$ cat src/rtl/bus_grant_fsm.sv
// -----------------------------------------------------------------------------
// bus_grant_fsm
// Bus-ownership controller. Arbitrates NREQ requesters onto a single shared bus
// using a one-hot FSM (IDLE, BWAIT, BBUSY, BFREE). The winner is chosen either by
// fixed priority (lowest index) or by round-robin. The controller also provides
// an acknowledge timeout, requester abort, a programmable free/turnaround
// period, and recovery from illegal (non-one-hot) states. All outputs are
// registered.
//
// Ports
//   clk          in   rising-edge clock
//   rst_n        in   asynchronous active-low reset
//   req          in   [NREQ-1:0] per-requester request level
//   done         in   [NREQ-1:0] release pulse (only the owner's bit counts)
//   bus_ack      in   target accepted the granted owner
//   gnt          out  [NREQ-1:0] one-hot grant, zero when there is no owner
//   state        out  [3:0] one-hot state: b0 IDLE, b1 BBUSY, b2 BWAIT, b3 BFREE
//   owner_id     out  [OW-1:0] index of the current/last owner
//   timeout_err  out  one-cycle pulse on acknowledge timeout
//   busy         out  high in BWAIT or BBUSY
// -----------------------------------------------------------------------------
module bus_grant_fsm #(
  parameter int NREQ        = 4,
  parameter int RR_MODE     = 0,
  parameter int TW          = 8,
  parameter int TIMEOUT     = 200,
  parameter int FREE_CYCLES = 1,
  localparam int OW         = (NREQ > 2) ? $clog2(NREQ) : 1
) (
  input  logic            clk,
  input  logic            rst_n,
  input  logic [NREQ-1:0] req,
  input  logic [NREQ-1:0] done,
  input  logic            bus_ack,
  output logic [NREQ-1:0] gnt,
  output logic [3:0]      state,
  output logic [OW-1:0]   owner_id,
  output logic            timeout_err,
  output logic            busy
);

  typedef enum logic [3:0] {
    S_IDLE  = 4'b0001,
    S_BBUSY = 4'b0010,
    S_BWAIT = 4'b0100,
    S_BFREE = 4'b1000
  } state_e;

  localparam logic [TW-1:0] TMO_LAST  = TW'(TIMEOUT - 1);
  localparam logic [3:0]    FREE_LAST = 4'(FREE_CYCLES - 1);

  // The state register is plain logic so an illegal (non-one-hot) value can be
  // held and detected; the enum supplies the legal encodings.
  logic [3:0]      state_q, state_d;
  logic [NREQ-1:0] gnt_q, gnt_d;
  logic [OW-1:0]   owner_q, owner_d;
  logic            terr_q, terr_d;
  logic            busy_q, busy_d;
  logic [TW-1:0]   tcnt_q, tcnt_d;
  logic [3:0]      fcnt_q, fcnt_d;
  logic [OW-1:0]   rr_q, rr_d;

  logic [OW-1:0]   start_s;
  logic [OW-1:0]   win_s;
  logic            found_s;
  logic [OW-1:0]   win_next_s;
  int              idx_s;

  // Decode an owner index into a one-hot grant vector.
  function automatic logic [NREQ-1:0] onehot(input logic [OW-1:0] idx);
    logic [NREQ-1:0] oh;
    oh = '0;
    for (int i = 0; i < NREQ; i++) begin
      oh[i] = (OW'(i) == idx);
    end
    return oh;
  endfunction

  // Winner search start: the round-robin pointer, or index 0 for fixed priority.
  always_comb begin
    if (RR_MODE != 0) begin
      start_s = rr_q;
    end else begin
      start_s = '0;
    end
  end

  // First requester at or after start_s, wrapping modulo NREQ.
  always_comb begin
    found_s = 1'b0;
    win_s   = '0;
    idx_s   = 0;
    for (int i = 0; i < NREQ; i++) begin
      idx_s = (int'(start_s) + i) % NREQ;
      if (!found_s && req[idx_s]) begin
        found_s = 1'b1;
        win_s   = OW'(idx_s);
      end
    end
  end

  // Pointer after a grant: one past the winner, NREQ-1 wrapping to 0.
  always_comb begin
    if (win_s == OW'(NREQ - 1)) begin
      win_next_s = '0;
    end else begin
      win_next_s = win_s + OW'(1);
    end
  end

  // Next-state and next-output logic; hold everything by default.
  always_comb begin
    state_d = state_q;
    gnt_d   = gnt_q;
    owner_d = owner_q;
    terr_d  = 1'b0;
    busy_d  = busy_q;
    tcnt_d  = tcnt_q;
    fcnt_d  = fcnt_q;
    rr_d    = rr_q;
    case (state_q)
      S_IDLE: begin
        if (found_s) begin
          state_d = S_BWAIT;
          owner_d = win_s;
          gnt_d   = onehot(win_s);
          tcnt_d  = '0;
          busy_d  = 1'b1;
          rr_d    = win_next_s;
        end else begin
          gnt_d  = '0;
          busy_d = 1'b0;
        end
      end
      S_BWAIT: begin
        // Coincident events resolve as ack > abort > timeout.
        if (bus_ack) begin
          state_d = S_BBUSY;
        end else if (!req[owner_q]) begin
          state_d = S_BFREE;
          gnt_d   = '0;
          busy_d  = 1'b0;
          fcnt_d  = '0;
        end else if (tcnt_q == TMO_LAST) begin
          state_d = S_BFREE;
          gnt_d   = '0;
          busy_d  = 1'b0;
          fcnt_d  = '0;
          terr_d  = 1'b1;
        end else begin
          tcnt_d = tcnt_q + TW'(1);
        end
      end
      S_BBUSY: begin
        if (done[owner_q] || !req[owner_q]) begin
          state_d = S_BFREE;
          gnt_d   = '0;
          busy_d  = 1'b0;
          fcnt_d  = '0;
        end else begin
          state_d = S_BBUSY;
        end
      end
      S_BFREE: begin
        gnt_d  = '0;
        busy_d = 1'b0;
        if (fcnt_q == FREE_LAST) begin
          state_d = S_IDLE;
          fcnt_d  = '0;
        end else begin
          fcnt_d = fcnt_q + 4'd1;
        end
      end
      default: begin
        // Non-one-hot state: drop the grant and return to IDLE quietly.
        state_d = S_IDLE;
        gnt_d   = '0;
        busy_d  = 1'b0;
        tcnt_d  = '0;
        fcnt_d  = '0;
      end
    endcase
  end

  // State, output and counter registers.
  always_ff @(posedge clk or negedge rst_n) begin
    if (!rst_n) begin
      state_q <= S_IDLE;
      gnt_q   <= '0;
      owner_q <= '0;
      terr_q  <= 1'b0;
      busy_q  <= 1'b0;
      tcnt_q  <= '0;
      fcnt_q  <= '0;
      rr_q    <= '0;
    end else begin
      state_q <= state_d;
      gnt_q   <= gnt_d;
      owner_q <= owner_d;
      terr_q  <= terr_d;
      busy_q  <= busy_d;
      tcnt_q  <= tcnt_d;
      fcnt_q  <= fcnt_d;
      rr_q    <= rr_d;
    end
  end

  assign state       = state_q;
  assign gnt         = gnt_q;
  assign owner_id    = owner_q;
  assign timeout_err = terr_q;
  assign busy        = busy_q;

endmodule

$ cat config.mk
export PLATFORM = sky130hd
export DESIGN_NAME = bus_grant_fsm
export DESIGN_NICKNAME = d
export VERILOG_FILES = /design/src/rtl/bus_grant_fsm.sv
export SDC_FILE = /design/constraint.sdc
export NUM_CORES = 1
export LEC_CHECK = 0
export CORE_MARGIN = 2
export CORE_UTILIZATION = 55
export CTS_BUF_LIST = sky130_fd_sc_hd__clkbuf_8
export DETAILED_ROUTE_END_ITERATION = 10
export DONT_BUFFER_PORTS = 1
export GPL_ROUTABILITY_DRIVEN = 0
export GPL_TIMING_DRIVEN = 0
export PLACE_DENSITY = 0.74
export SLEW_MARGIN = 20
export SYNTH_ARGS = -nofsm -noshare
export SYNTH_HDL_FRONTEND = slang
export SYNTH_SLANG_ARGS = --single-unit
export TNS_END_PERCENT = 30
$ cat constraint.sdc
create_clock -name clk -period 2.28 [get_ports clk]
set_input_delay 0.228 -clock clk [delete_from_list [all_inputs] [get_ports clk]]
set_output_delay 0.228 -clock clk [all_outputs]
set_load 0.005 [all_outputs]
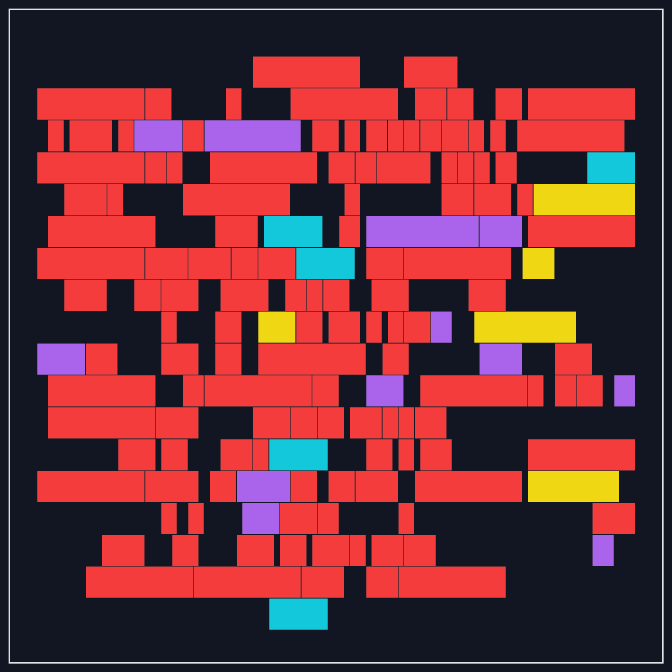
*Cells by drive strength, run 1*
[_6 and larger] cyan | cells: 5
[_3 and _4 cells] yellow | cells: 5
[_0 and _1 cells] red | cells: 126
[_2 cells] purple | cells: 12

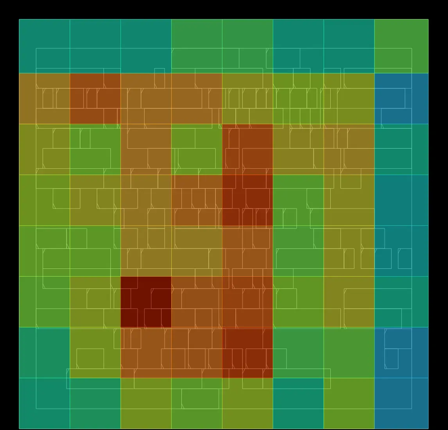
*Routing congestion, run 1*
M2 GR Usage: 0.298
Final Util: 0.629
grt met3 use: 0.0628
grt peak-use layer: met1

==> results.toml, run 1 <==
# physical design summary
[final_timing]
max_slew_margin = 0.479
report.final.slew_viol_count = 0
setup_violations = 0
rsz0062_at_grt = "false"

[outcome]
outcome = "finished clean"

[place]
dpl_cell_area_um2 = 1500

[finish]
num_antenna_cells = 0
final_cells = 178
mi_logic_area_um2 = 793
flop_area_um2 = 602
lay_top_count = "dfrtp_1"
flops = 24
drive_above_1_share = 0.149

[power_and_ir_drop]
netSwitchingFraction = 0.389
power_leader = "sequential cells"
p_comb_frac = 0.399
powerClk_uw = 291
p_leak_nw = 0.737

[worst_setup_path]
r2r-start = "owner_id[0]"
cp.arrival_ps = 2150
end_kind = "flip-flop"
startpoint = "owner_id[0]"
slowest_stage = "mux4_2"
cp_top_family = "multiplexers"

[global_routing]
met1_usage = 0.299
antenna_found_initial = 0
grt_usage = 0.211
grt_pass1_vias = 1134

[die]
dieHeight_um = 55.6
die_x_um = 55.6

[route]
drt-total-wl_mm = 3.14
wl_per_cell_um = 17.7
drc = 0
vias = 1184
routed_via_density = 6.65

[synth]
ys_sh_mux = 0.0231
synth_top_cell_by_count = "dfrtp_1"
syn_nets = 156
top_area_frac = 0.393
yosysCellCount = 142
top_cells_by_count = "23 x dfrtp_1, 11 x nor2_1, 10 x inv_1"
yosys_area_um2 = 1470

[clock_tree]
hold_buffers = 1
clkTransAtPathRegs_ps = 80

[min_path]
min_path_type = "in -> reg"
hp-start = "req[0]"
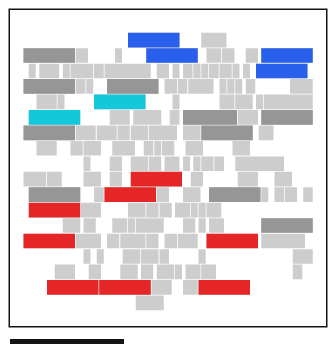
*Where the registers sit, run 1*
The bar under the picture is 20 um long.
[tcnt_q] red | sequential cells: 8
[owner_id] cyan | sequential cells: 2
[fcnt_q] blue | sequential cells: 4

### Wiring by layer, run 1

Only two layers are drawn.
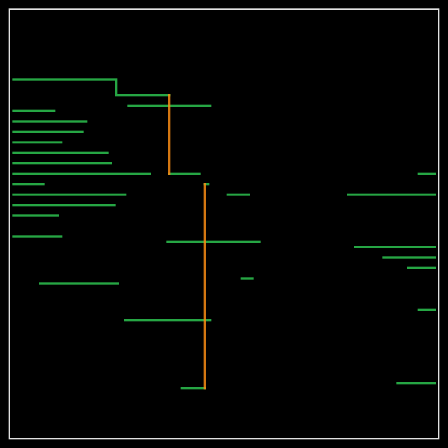

==> inputs of run 2 (changes only) <==
ABC_AREA = 1   (was not set)
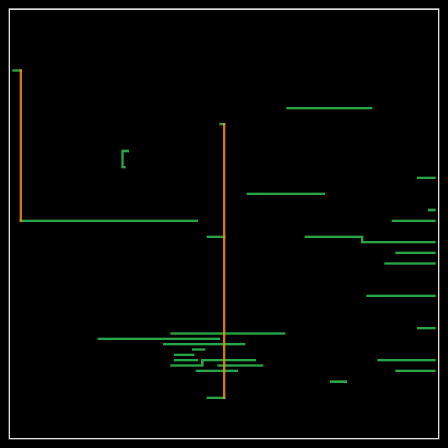
*Wiring by layer, run 2*
Only two layers are drawn.
[metal 3] green | wire length: 179 um
[metal 4] orange | wire length: 53.7 um

==> run 2 against run 1 <==
Compared with the run above: register-to-register slack better by 350 ps; highest routed layer unchanged; routed wire length down 12%; global-route usage up 0.55 points; core utilization down 1.4 points; critical path depth up 5; clock power about the same; non-clock buffer count down 5; sequential power down 3.9%; via count up 0.93%; flip-flop count unchanged; largest cell class unchanged; maximum frequency up 21%.
==> results.toml, run 2 <==
# physical design summary
[synth]
syn_nets = 200
yosys_area_um2 = 1390
top_area_frac = 0.414
top_cells_by_count = "71 x nand2_1, 23 x dfrtp_1, 17 x inv_1, 17 x nand3_1, 15 x nor2_1"
yosysCellCount = 186
ys_sh_xor = 0.0126
synth_top_cell_by_count = "nand2_1"

[finish]
num_antenna_cells = 0
lay_top_count = "nand2_1"
flop_area_um2 = 602
final_cells = 222
flops = 24
mi_logic_area_um2 = 712

[global_routing]
grt_usage = 0.216
use_met2 = 0.386
antenna_found_initial = 0
met1_usage = 0.257
met3_usage = 0.0273

[worst_setup_path]
startpoint = "tcnt_q[0]"
cp_top_family = "simple AND/OR/NAND/NOR gates"
r2r-start = "tcnt_q[0]"
cp.arrival_ps = 1830
slowest_stage = "dfrtp_1"
end_kind = "flip-flop"

[power_and_ir_drop]
netSwitchingFraction = 0.420
powerClk_uw = 289
p_comb_frac = 0.372
power_leader = "sequential cells"
p_leak_nw = 0.823

[clock_tree]
hold_buffers = 1
clk_latency_ps = 270
cts_inserted_buffers = 3

[route]
wl_per_cell_um = 12.5
drt-total-wl_mm = 2.77
routed_via_density = 5.38
vias = 1195
met1_length_mm = 1.16

[min_path]
min_path_type = "in -> reg"
hp-start = "req[0]"

[die]
die_x_um = 54.3
dieHeight_um = 54.3

[final_timing]
worst_pin_slew_ps = 521
rsz0062_at_grt = "false"
setup_violations = 0
report.final.slew_viol_count = 0

[outcome]
outcome = "finished clean"

[place]
io_buffers = 0
dpl_cell_area_um2 = 1430
### Gate-type map, run 2

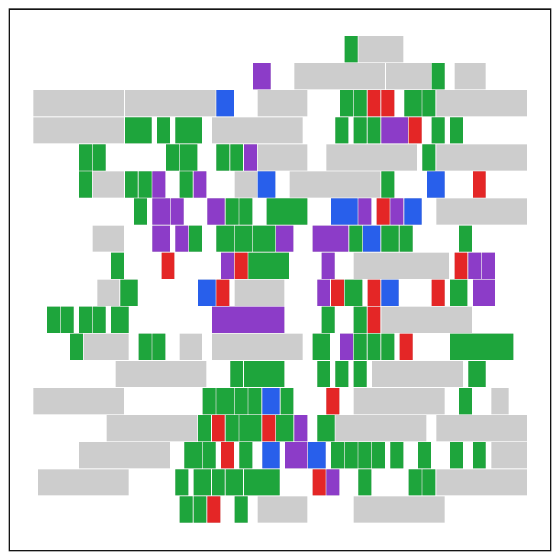

==> inputs of run 3 (changes only) <==
clock period = 1.6 ns   (was 2.28 ns; I/O delays follow)
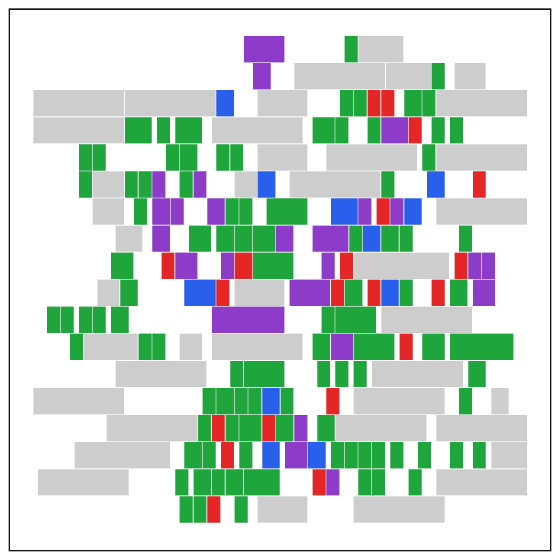
*Gate-type map, run 3*
[aoi and oai cells] blue | cells: 11 | most used: o21ai_0
[inv cells] red | cells: 20 | most used: inv_1
[nor cells] purple | cells: 25 | most used: nor2_1
[nand cells] green | cells: 97 | most used: nand2_1

==> run 3 against run 2 <==
Compared with the run above: total power rose by 51%; first-iteration DRC count rose by 32%; largest power group is now combinational logic; maximum frequency rose by 7.1%; clock power rose by 43%; global-route usage did not move; area after synthesis did not move; synthesized cell count did not move; combinational power rose by 63%; clock skew fell by 1.7 ps; count of clock-buffer cells in the layout did not move.
==> results.toml, run 3 <==
# physical design summary
[power_and_ir_drop]
power_leader = "combinational logic"
p_leak_nw = 0.833
netSwitchingFraction = 0.434
powerClk_uw = 414

[worst_setup_path]
cp_top_family = "simple AND/OR/NAND/NOR gates"
r2r-start = "tcnt_q[0]"
end_kind = "flip-flop"
slowest_stage = "dfrtp_1"
startpoint = "tcnt_q[0]"

[route]
drc = 0
routed_via_density = 5.48
drt-total-wl_mm = 2.91
met1_length_mm = 1.23

[clock_tree]
cts_inserted_buffers = 3
clk_latency_ps = 270
clkTransAtPathRegs_ps = 80

[finish]
flops = 24
flop_area_um2 = 603
lay_top_count = "nand2_1"
num_antenna_cells = 0
post-route-util = 0.640
drive_above_1_share = 0.187

[final_timing]
report.final.slew_viol_count = 0
worst_pin_slew_ps = 525
rsz0062_at_grt = "true"

[global_routing]
met1_usage = 0.257
top_usage_layer = "met2"
grt_usage = 0.216
met3_usage = 0.0273
antenna_found_initial = 0

[synth]
top_cells_by_count = "71 x nand2_1, 23 x dfrtp_1, 17 x inv_1, 17 x nand3_1, 15 x nor2_1"
yosys_area_um2 = 1390
ys_sh_mux = 0
ys_sh_xor = 0.0126
synth_top_cell_by_count = "nand2_1"
syn_nets = 200

[min_path]
hp-start = "req[0]"

[outcome]
outcome = "finished clean"

[place]
dpl_cell_area_um2 = 1430
io_buffers = 0

[die]
dieHeight_um = 54.3
die_x_um = 54.3
No activity file was given, so power comes from the tool's default toggle rates.
